**Run 1: M1 wires**

Drawn at 4 px/um. Supply wires on this layer in grey.
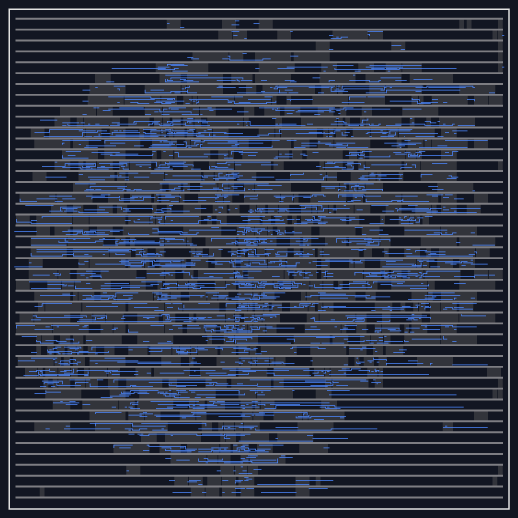
**Run 1: signal wires on met2**

Drawn at 4 px/um.
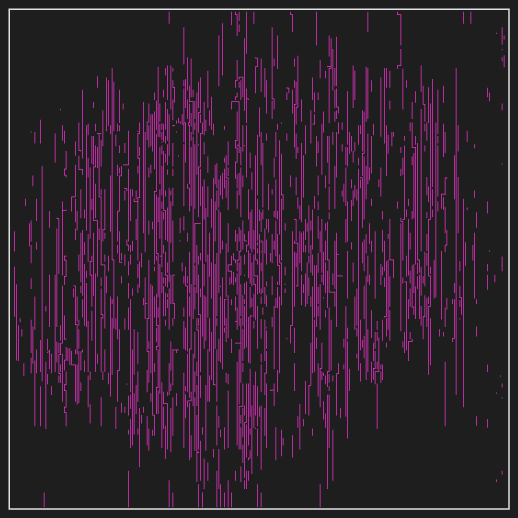
**Run 1: metal 3**

Drawn at 4 px/um.
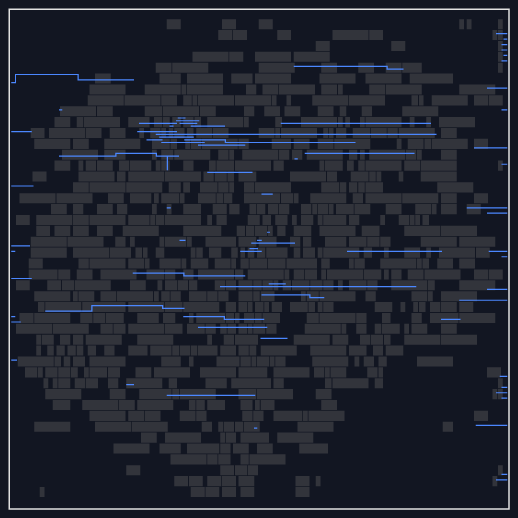
**Run 1: M4 wires**

Drawn at 3 px/um. Supply wires on this layer in grey.
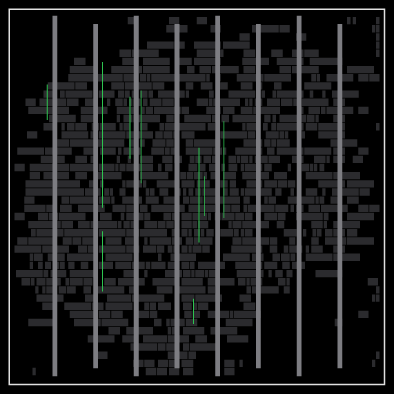
--- src/rtl/pwm_peripheral_pkg.sv ---
// Shared constants for the PWM peripheral: register offsets, CTRL bit layout
// and the 3-bit address-map IDs decoded from addr[31:29].
package pwm_peripheral_pkg;

    typedef enum logic [2:0] {
        OFF_CTRL     = 3'd0,
        OFF_PERIOD   = 3'd1,
        OFF_DUTY     = 3'd2,
        OFF_PRESCALE = 3'd3,
        OFF_COUNT    = 3'd4
    } reg_off_e;

    localparam int CTRL_EN_BIT  = 0;
    localparam int CTRL_POL_BIT = 1;

    localparam logic [2:0] ID_RAM  = 3'b000;
    localparam logic [2:0] ID_PWM1 = 3'b001;

    typedef struct packed {
        logic pol;
        logic en;
    } ctrl_t;

    function automatic logic periph_sel(input logic [31:0] addr, input logic [2:0] id);
        return addr[31:29] == id;
    endfunction

endpackage

--- src/rtl/pwm_peripheral_if.sv ---
// Data-memory bus as seen by a memory-mapped peripheral.
interface pwm_peripheral_if;
    logic [31:0] addr;
    logic [31:0] data_in;
    logic        write_enable;
    logic [31:0] data_out;

    modport master (output addr, output data_in, output write_enable, input data_out);
    modport slave  (input addr, input data_in, input write_enable, output data_out);
endinterface

--- src/rtl/pwm_prescaler.sv ---
// Free-running prescale counter; tick fires when the count matches the
// prescale value, so prescale = 0 ticks every cycle.
module pwm_prescaler #(
    parameter int PRE_WIDTH = 8
) (
    input  logic                 clk,
    input  logic                 rst,
    input  logic                 clear,
    input  logic [PRE_WIDTH-1:0] prescale,
    output logic                 tick
);

    logic [PRE_WIDTH-1:0] pre_cnt_reg, pre_cnt_next;

    assign tick = (pre_cnt_reg == prescale);

    // Lowering prescale below the live count simply lets it wrap through 2^PRE_WIDTH.
    always_comb begin
        pre_cnt_next = pre_cnt_reg + 1'b1;
        if (clear || tick) begin
            pre_cnt_next = '0;
        end
    end

    always_ff @(posedge clk or negedge rst) begin
        if (!rst) begin
            pre_cnt_reg <= '0;
        end else begin
            pre_cnt_reg <= pre_cnt_next;
        end
    end

endmodule

--- src/rtl/pwm_peripheral.sv ---
// Memory-mapped PWM with double-buffered period/duty, a prescaled counter
// and a registered output pin.
module pwm_peripheral
    import pwm_peripheral_pkg::*;
#(
    parameter int         CNT_WIDTH = 16,
    parameter int         PRE_WIDTH = 8,
    parameter logic [2:0] PERIPH_ID = ID_PWM1
) (
    input  logic              clk,
    input  logic              rst,
    pwm_peripheral_if.slave   bus,
    output logic              pwm_out
);

    logic                 sel;
    logic                 wr_en;
    logic [2:0]           offset;
    logic                 unused_bus;

    ctrl_t                ctrl_reg, ctrl_next;
    logic [CNT_WIDTH-1:0] period_reg, duty_reg;
    logic [PRE_WIDTH-1:0] prescale_reg;

    logic [CNT_WIDTH-1:0] per_a_reg, per_a_next;
    logic [CNT_WIDTH-1:0] duty_a_reg, duty_a_next;
    logic [CNT_WIDTH-1:0] cnt_reg, cnt_next;

    logic                 run;
    logic                 tick;
    logic                 raw;
    logic                 pwm_out_reg;
    logic [31:0]          data_out_reg;
    logic [31:0]          rd_words [8];

    assign sel        = periph_sel(bus.addr, PERIPH_ID);
    assign wr_en      = sel && bus.write_enable;
    assign offset     = bus.addr[4:2];
    assign unused_bus = ^{bus.addr, bus.data_in};

    always_comb begin
        ctrl_next = ctrl_reg;
        if (wr_en && offset == OFF_CTRL) begin
            ctrl_next.en  = bus.data_in[CTRL_EN_BIT];
            ctrl_next.pol = bus.data_in[CTRL_POL_BIT];
        end
    end

    always_ff @(posedge clk or negedge rst) begin
        if (!rst) begin
            ctrl_reg     <= '0;
            period_reg   <= '0;
            duty_reg     <= '0;
            prescale_reg <= '0;
        end else begin
            ctrl_reg <= ctrl_next;
            if (wr_en) begin
                case (offset)
                    OFF_PERIOD:   period_reg   <= bus.data_in[CNT_WIDTH-1:0];
                    OFF_DUTY:     duty_reg     <= bus.data_in[CNT_WIDTH-1:0];
                    OFF_PRESCALE: prescale_reg <= bus.data_in[PRE_WIDTH-1:0];
                    default: ;
                endcase
            end
        end
    end

    // Running needs EN both before and after the edge: a 0->1 write starts
    // from cnt = 0 on the next edge, a 1->0 write clears at the same edge.
    assign run = ctrl_reg.en && ctrl_next.en;

    pwm_prescaler #(
        .PRE_WIDTH (PRE_WIDTH)
    ) u_prescaler (
        .clk      (clk),
        .rst      (rst),
        .clear    (!run),
        .prescale (prescale_reg),
        .tick     (tick)
    );

    always_comb begin
        cnt_next    = cnt_reg;
        per_a_next  = per_a_reg;
        duty_a_next = duty_a_reg;
        if (!run) begin
            cnt_next    = '0;
            per_a_next  = period_reg;
            duty_a_next = duty_reg;
        end else if (tick) begin
            if (cnt_reg >= per_a_reg) begin
                cnt_next    = '0;
                per_a_next  = period_reg;
                duty_a_next = duty_reg;
            end else begin
                cnt_next = cnt_reg + 1'b1;
            end
        end
    end

    assign raw = ctrl_reg.en && (cnt_reg < duty_a_reg);

    always_ff @(posedge clk or negedge rst) begin
        if (!rst) begin
            cnt_reg     <= '0;
            per_a_reg   <= '0;
            duty_a_reg  <= '0;
            pwm_out_reg <= 1'b0;
        end else begin
            cnt_reg     <= cnt_next;
            per_a_reg   <= per_a_next;
            duty_a_reg  <= duty_a_next;
            pwm_out_reg <= raw ^ ctrl_reg.pol;
        end
    end

    assign rd_words[0] = 32'(ctrl_reg);
    assign rd_words[1] = 32'(period_reg);
    assign rd_words[2] = 32'(duty_reg);
    assign rd_words[3] = 32'(prescale_reg);
    assign rd_words[4] = 32'(cnt_reg);

    generate
        for (genvar gi = 5; gi < 8; gi++) begin : g_reserved
            assign rd_words[gi] = '0;
        end
    endgenerate

    always_ff @(posedge clk or negedge rst) begin
        if (!rst) begin
            data_out_reg <= '0;
        end else begin
            data_out_reg <= sel ? rd_words[offset] : '0;
        end
    end

    assign bus.data_out = data_out_reg;
    assign pwm_out      = pwm_out_reg;

endmodule

--- src/flat_wrapper.sv ---
// flat-port wrapper written by rule: the top's interface ports become plain ports
module pwm_peripheral_flat import pwm_peripheral_pkg::*;
#(
    parameter int         CNT_WIDTH = 16,
    parameter int         PRE_WIDTH = 8,
    parameter logic [2:0] PERIPH_ID = ID_PWM1
)
  (clk, rst, pwm_out, bus_addr, bus_data_in, bus_write_enable, bus_data_out);
  pwm_peripheral_if bus_i ();
  input  logic clk;
  input  logic rst;
  output logic pwm_out;
  input wire logic [$bits(bus_i.addr)-1:0] bus_addr;
  input wire logic [$bits(bus_i.data_in)-1:0] bus_data_in;
  input wire logic [$bits(bus_i.write_enable)-1:0] bus_write_enable;
  output wire logic [$bits(bus_i.data_out)-1:0] bus_data_out;
  assign bus_i.addr = bus_addr;
  assign bus_i.data_in = bus_data_in;
  assign bus_i.write_enable = bus_write_enable;
  assign bus_data_out = bus_i.data_out;
  pwm_peripheral #(.CNT_WIDTH(CNT_WIDTH), .PRE_WIDTH(PRE_WIDTH), .PERIPH_ID(PERIPH_ID)) u_core (.clk(clk), .rst(rst), .bus(bus_i), .pwm_out(pwm_out));
endmodule
--- config.mk ---
export PLATFORM = sky130hd
export DESIGN_NAME = pwm_peripheral_flat
export DESIGN_NICKNAME = d
export VERILOG_FILES = /design/src/rtl/pwm_peripheral_pkg.sv /design/src/rtl/pwm_peripheral_if.sv /design/src/rtl/pwm_prescaler.sv /design/src/rtl/pwm_peripheral.sv /design/src/flat_wrapper.sv
export SDC_FILE = /design/constraint.sdc
export NUM_CORES = 1
export LEC_CHECK = 0
export CAP_MARGIN = 20
export CORE_UTILIZATION = 40
export DETAILED_ROUTE_END_ITERATION = 8
export MAX_ROUTING_LAYER = met4
export PLACE_DENSITY = 0.67
export SLEW_MARGIN = 20
export SYNTH_ARGS = -nofsm -noshare
export SYNTH_HDL_FRONTEND = slang
export SYNTH_SLANG_ARGS = --single-unit
--- constraint.sdc ---
create_clock -name clk -period 2.2 [get_ports clk]
set_clock_uncertainty 0.2 [all_clocks]
set_input_delay 0.33 -clock clk [delete_from_list [all_inputs] [get_ports clk]]
set_output_delay 0.33 -clock clk [all_outputs]
set_load 0.05 [all_outputs]
==> run_results.csv, run 1 <==
group,metric,value,unit
drt,drc,0,
timing,drv_slew,0,
synth,top_area_share,47.9,%
setup_path,r2r_setup_slack,-210,ps
synth,ys_ff,115,
setup_path,critical_path.endpoint_type,"register",
die,die-width,125,um
cts,clock-sinks,115,
die,fp_util,41.2,%
timing,finalSetupViolCount,49,
cts,cts_root_buf,"clkbuf_16",
job,warnings,71,
setup_path,critPathTopFamily,"AND-OR/OR-AND gates",
pwr,finalPower,0.00656,W
placed_design,globalplace.congestion,0.860,
setup_path,cp_slowest_cell,"dfrtp_2",
placed_design,placed_area,0.00703,mm^2
worst_hold_path,hp-class,"in -> async",
timing,hold_ws,235,ps
layout,drive_gt1_share,34.6,%
setup_path,crit_buf_inv,3,
drt,wirelength,14600,um
pwr,leakage,3.69,nW
timing,fmax,416,MHz
global_routing,met2_usage,34.6,%
timing,final.period_utilization,109,%
synth,ys_warn_count,0,
pwr,p_sw,0.00180,W
cts,cts_tree,"done",
global_routing,first_global_vias,4653,
setup_path,reg2reg_depth,10,
placed_design,io_buffers,41,
outcome,status,"complete, but fails checks",
setup_path,path_class,"reg -> reg",
synth,syn_area,0.00601,mm^2
global_routing,use_met3,5.24,%
die,num_rows,44,
layout,antenna_cells,0,
timing,worstMarginPinSlew,516,ps
cts,clk_path_buf_depth,2,
timing,rsz0062_at_grt,"yes",
job,drv_cap,0,
placed_design,dp_hpwl,9840,um
die,io_pins,100,
die,die_area,0.0155,mm^2
drt,ant_nets,0,
synth,area_leaders,"dfrtp_1 48%, mux2_2 15%, ha_1 6.9%, nor2_1 2.9%, buf_4 2.4%",
cts,clock_latency,420,ps
timing,slew_headroom,65.6,%
global_routing,grt_pass1_wl,24100,um
synth,syn_inst,532,
global_routing,use_met1,24.0,%
layout,syn_to_final_growth,32.1,%
synth,synthArstFlopShare,100,%
setup_path,path_cells,"ha_1 > o21ai_0 > a21oi_1 > or2_2 > a31oi_4 > buf_4 > buf_6 > buf_6 > a31oi_1 > o22ai_2",
die,core_area,0.0146,mm^2
setup_path,cp.arrival,2540,ps
layout,finalInstanceArea,0.00794,mm^2
global_routing,globalRouteOverflowTotal,0,
global_routing,busiest_layer,"met2",
placed_design,pre_cts_slack,-342,ps
drt,wl_per_cell,17.3,um
timing,layout_setup_ws,-205,ps
synth,synth_cell_types,54,
global_routing,antenna_found_initial,0,
cts,clk_pin_slew,50,ps
drt,routed_via_density,5.26,
setup_path,cp.required,2340,ps
cts,cts_buffers,17,
setup_path,setup.worst_path.start_class,"register",
synth,edf_count,0,
pwr,ir_drop,0.000794,V
timing,setup-tns-final,-7950,ps
synth,yosys.area.top_type,"dfrtp_1",
outcome,violations,"setup timing",
synth,ys_seq_share,47.9,%
pwr,combPwrFrac,20.4,%
pwr,pwr-share-seq,38.1,%
global_routing,track_usage,20.7,%
setup_path,cp.depth,10,
setup_path,r2r-start,"u_core.cnt_reg[4]",
pwr,power.share.clock,41.5,%
setup_path,cp_max_fo,10,
cts,htree_levels,4,
pwr,power-per-cell-area,826,mW/mm^2
timing,layout_min_cycle_time,2410,ps
global_routing,grt_max_degree,44,
setup_path,slowest_delay,400,ps
synth,ff_type,"dfrtp_1",
synth,avgSynthCellArea,11.3,um^2
drt,drt_first_iter_violations,253,
drt,dr.pass1.iters,5,
drt,vias,4422,
pwr,switching_share,27.4,%
synth,ys_area,0.00601,mm^2
timing,finalHoldViolations,0,
layout,nets,743,
synth,ys_cells,532,
setup_path,rr_endpoint,"u_core.cnt_reg[8]",
pwr,intPower,0.00477,W
setup_path,path_common_cell,"buf_6",
die,die_h,125,um
layout,fillers,1187,
-- 'M1 wires' (at the start) --
main direction	horizontal
wire length on this layer	6,130 um
share of all routed wire	42%

-- 'signal wires on met2' (at the start) --
nets with wire on the layer	625
main direction	vertical
share of all routed wire	52%
longest straight run	81.6 um

-- 'metal 3' (at the start) --
main direction	horizontal
nets with wire on the layer	54
longest straight run	69.9 um
share of all routed wire	4.9%
wire length on this layer	711 um

-- 'M4 wires' (at the start) --
main direction	vertical
longest straight run	48.3 um
share of all routed wire	1.5%
wire length on this layer	215 um
nets with wire on the layer	7

## run 1: power groups by stage
stage	clock network (W)	registers, W	logic, W
after global routing	0.00287	0.00253	0.00145
after detailed placement	0	0.00253	0.00114
after floorplan	0	0.00251	0.000738
after global placement	0	0.00252	0.00111
final	0.00272	0.00250	0.00134
after CTS	0.00277	0.00250	0.00123
## run 1: repair_timing
item | in CTS | in global routing
endpoints found under the setup margin | 49 | 49
cloned | 0 | 0
buffers inserted | 2 | 8
endpoints found under the hold margin | 34 | 0
pin swaps | 9 | 5
resized | 28 | 22
hold buffers | 1 | 0
## run 1: metal layers
layer	vias up	share of wire (%)
met5	-	0
met4	0	1.5
met3	20	4.9
met2	107	52
met1	2225	42
li1	2070	-
## run 1: cell usage in the layout, fill, tap and decap left out, types with 4 or more instances in the layout
master	n
mux2_2	67
and3_1	4
ha_1	31
buf_12	6
clkbuf_16	17
buf_6	4
nand4_1	7
nor2_1	42
nor2b_1	5
inv_1	38
nand2_1	15
a21oi_2	5
nor2_2	4
buf_4	62
nor4_2	6
xnor2_1	7
dfrtp_1	114
nand2b_1	4
clkbuf_8	4
mux2_4	13
clkinv_2	4
clkdlybuf4s50_1	40
a21oi_1	19
a22oi_1	12
conb_1	16
xor2_1	16
nand3_1	17
a31oi_1	9
o21ai_0	6
nand3b_1	5
## run 1: synth_stat cells (3+ instances only)
cell type / number
a21oi_1: 24
a22oi_1: 12
a31oi_1: 10
and3_1: 4
buf_2: 5
buf_4: 19
clkbuf_1: 9
dfrtp_1: 115
ha_1: 33
inv_1: 38
mux2_2: 79
nand2_1: 16
nand2b_1: 5
nand3_1: 18
nand3b_1: 5
nand4_1: 7
nor2_1: 46
nor2b_1: 5
nor4_1: 3
nor4_2: 3
o21ai_0: 8
o22ai_1: 3
or3_1: 3
xnor2_1: 7
xor2_1: 16
## run 1: per-stage QoR
stage / utilization, % / cells
global route: 54.4 / 840
global placement: 48.2 / 798
CTS: 53.3 / 832
finish: 54.4 / 840
detailed placement: 48.2 / 798
floorplan: - / 547
## run 1: worst max path at each step
| stage | start | end | slack [ps] |
|---|---|---|---|
| 3_5_place_dp | bus_addr[31] | u_core.cnt_reg[7] | -340 |
| 6_report | u_core.cnt_reg[4] | u_core.cnt_reg[8] | -210 |
| 5_1_grt | u_core.cnt_reg[4] | u_core.cnt_reg[5] | -310 |
| 4_1_cts | u_core.cnt_reg[10] | u_core.per_a_reg[13] | -200 |
| 2_1_floorplan | u_core.cnt_reg[5] | u_core.duty_a_reg[5] | -70 |
| 3_3_place_gp | bus_addr[3] | u_core.cnt_reg[7] | -310 |
## run 1: kinds of logic after synthesis
kind of cell             share of synthesized area (%)
XOR/XNOR                                          3.35
buffers and inverters                             6.16
flip-flops                                        47.9
adder cells (fa/ha/maj)                           6.87
other                                           0.0624
multiplexers                                      16.1
AND-OR/OR-AND                                     7.79
AND/OR/NAND/NOR                                   11.8
## run 1: cell type report
type | count | area, um^2 | area share (%)
multi-input cells | 358 | 3060 | 38.5
repair buffers | 113 | 1040 | 13.1
inverters | 38 | 143 | 1.80
clock buffers | 23 | 488 | 6.14
clock inverters | 9 | 103 | 1.29
flip-flops and latches | 115 | 2880 | 36.2
well taps | 184 | 230 | 2.90
==> run 2: changes to the inputs <==
--- a/config.mk
+++ b/config.mk
@@ -14,3 +14,4 @@
 export SYNTH_ARGS = -nofsm -noshare
 export SYNTH_HDL_FRONTEND = slang
 export SYNTH_SLANG_ARGS = --single-unit
+export TNS_END_PERCENT = 10
==> run_results.csv, run 2 <==
group,metric,value,unit
pwr,power-per-cell-area,832,mW/mm^2
synth,ys_cells,532,
synth,synth-adder-area-share,6.87,%
die,num_rows,44,
timing,fmax,415,MHz
timing,hold_ws,239,ps
setup_path,path_class,"reg -> reg",
global_routing,globalRouteOverflowTotal,0,
placed_design,globalplace.congestion,0.860,
setup_path,cp_max_fo,18,
synth,edf_count,0,
synth,top_area_share,47.9,%
cts,clk_path_buf_depth,2,
synth,ys_warn_count,0,
synth,syn_inst,532,
layout,syn_to_final_growth,29.3,%
setup_path,critPathTopFamily,"AND-OR/OR-AND gates",
setup_path,path_cells,"ha_1 > nand2_2 > o21a_1 > o221ai_2 > a31oi_4 > o21ai_4 > buf_12 > mux2_2",
drt,wirelength,14300,um
setup_path,cp.arrival,2510,ps
synth,avgSynthCellArea,11.3,um^2
outcome,violations,"setup timing",
layout,drive_gt1_share,32.0,%
layout,final_common_cell,"dfrtp_1",
layout,antenna_cells,0,
placed_design,dp_hpwl,9840,um
worst_hold_path,hp-class,"in -> async",
timing,layout_setup_ws,-211,ps
outcome,status,"complete, but fails checks",
cts,clock-sinks,115,
setup_path,slowest_delay,420,ps
timing,finalHoldViolations,0,
synth,ff_type,"dfrtp_1",
drt,drt_first_iter_violations,175,
timing,finalSetupViolCount,45,
placed_design,pre_cts_slack,-342,ps
drt,ant_nets,0,
synth,ys_area,0.00601,mm^2
setup_path,cp_slowest_cell,"dfrtp_1",
pwr,ir_drop,0.000791,V
global_routing,first_global_vias,4611,
layout,most-common-layout-cells,"114 x dfrtp_1, 72 x mux2_2, 57 x buf_4",
setup_path,r2r-start,"u_core.cnt_reg[10]",
timing,worstMarginPinSlew,509,ps
setup_path,cp.required,2300,ps
synth,synth.most_common_cell,"dfrtp_1",
placed_design,io_buffers,41,
synth,area_leaders,"dfrtp_1 48%, mux2_2 15%, ha_1 6.9%, nor2_1 2.9%, buf_4 2.4%",
drt,dr.pass1.iters,4,
timing,final.period_utilization,110,%
synth,synthArstFlopShare,100,%
die,io_pins,100,
placed_design,dp.cells,798,
die,fp_util,41.2,%
timing,drv_slew,0,
setup_path,setup.worst_path.start_class,"register",
global_routing,track_usage,20.6,%
job,drv_cap,0,
synth,ys_seq_share,47.9,%
setup_path,critical_path.endpoint_type,"register",
cts,clk_pin_slew,50,ps
synth,synthMuxAreaShare,16.1,%
drt,routed_via_density,5.33,
timing,setup-tns-final,-6870,ps
die,core_area,0.0146,mm^2
die,die_h,125,um
setup_path,crit_path_start,"u_core.cnt_reg[10]",
pwr,leakage,3.61,nW
drt,vias,4427,
global_routing,grt_max_degree,44,
setup_path,crit_buf_inv,1,
global_routing,antenna_found_initial,0,
job,warnings,71,
cts,cts_setup_buffers,0,
drt,drc,0,
layout,final-instance-count-excl-fill,831,
cts,cts_tree,"done",
synth,syn_area,0.00601,mm^2
synth,ys_sh_simple,11.8,%
synth,yosys.area.top_type,"dfrtp_1",
layout,nets,734,
timing,rsz0062_at_grt,"yes",
cts,cts_buffers,17,
synth,synthTopCellsByCount,"115 x dfrtp_1, 79 x mux2_2, 46 x nor2_1",
synth,synth_cell_types,54,
die,die-width,125,um
timing,layout_min_cycle_time,2410,ps
synth,ys_ff,115,
layout,fillers,1211,
cts,cts_root_buf,"clkbuf_16",
global_routing,grt_pass1_wl,24000,um
run 2: repair_timing:
item                                   CTS  global route
gates cloned                             0             0
setup endpoints to repair               49            49
endpoints found under the hold margin   34             0
gates resized                           19            12
pin swaps                                8             3
hold buffers                             1             0
run 2: cell families (layout without fill, tap and decap cells):
group,after synthesis,in the layout
other,1,16
adder cells (fa/ha/maj),33,33
buffers and inverters,74,174
AND-OR/OR-AND,71,71
flip-flops,115,115
XOR/XNOR,23,23
multiplexers,84,84
AND/OR/NAND/NOR,131,131
run 2: final timing paths:
check	depth (start not counted)	endpoint	slack [ps]
setup / recovery	8	u_core.per_a_reg[13]	-210
hold / removal	2	u_core.pwm_out	240
setup reg to reg	8	u_core.per_a_reg[13]	-210
hold reg to reg	1	u_core.duty_a_reg[13]	300
max in group asynchronous	3	u_core.bus.data_out[9]	960
min in group clk	1	u_core.duty_a_reg[13]	300
run 2: per-layer routing:
metal	wire [um]	vias to the layer above	share of wire [%]	GRT usage, %
met5	0	-	0	-
met4	226	0	1.6	7.16
met3	658	23	4.6	5.37
met2	7370	101	51	34.4
met1	6060	2247	42	24.0
li1	-	2056	-	-
run 2: per-stage QoR:
stage | total power [W] | cell area [um^2]
global route | 0.00676 | 7770
global placement | 0.00363 | 7030
detailed placement | 0.00367 | 7030
floorplan | 0.00325 | 6080
CTS | 0.00647 | 7710
finish | 0.00647 | 7770
run 2: where the power goes:
group / internal, W / total, W / switching (W)
logic: 0.000595 / 0.00125 / 0.000655
registers: 0.00234 / 0.00250 / 0.000159
clock network: 0.00177 / 0.00272 / 0.000944
total: 0.00471 / 0.00647 / 0.00176
run 2: layout make-up:
type | count | area [um^2] | share of cell area, %
clock buffer | 23 | 488 | 6.28
multi-input combinational | 358 | 2970 | 38.2
clock inverter | 9 | 103 | 1.32
inverter | 38 | 143 | 1.84
tap | 184 | 230 | 2.96
timing repair buffer | 104 | 958 | 12.3
sequential | 115 | 2880 | 37.0
run 2: worst register-to-register path: cells and delay by family (launching register included):
family	cells	cell delay (ps)
multiplexers	1	360
adder cells (fa/ha/maj)	1	310
AND-OR/OR-AND	4	730
AND/OR/NAND/NOR	1	70
buffers and inverters	1	200
flip-flops	1	420
**Run 2: routing congestion map**

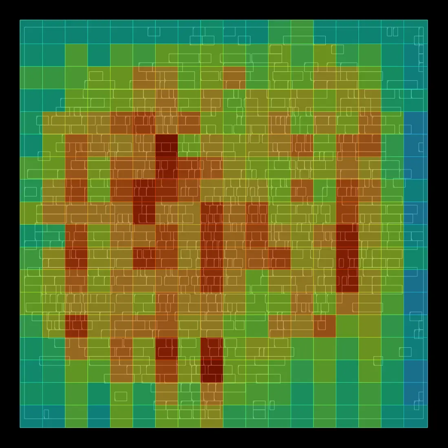
Post-Route Utilization: 53.3%
met1 usage: 24.0%
GR Util met2: 34.4%
drt wl/cell: 17.2 um

Power is estimated from default activity; no workload was simulated.
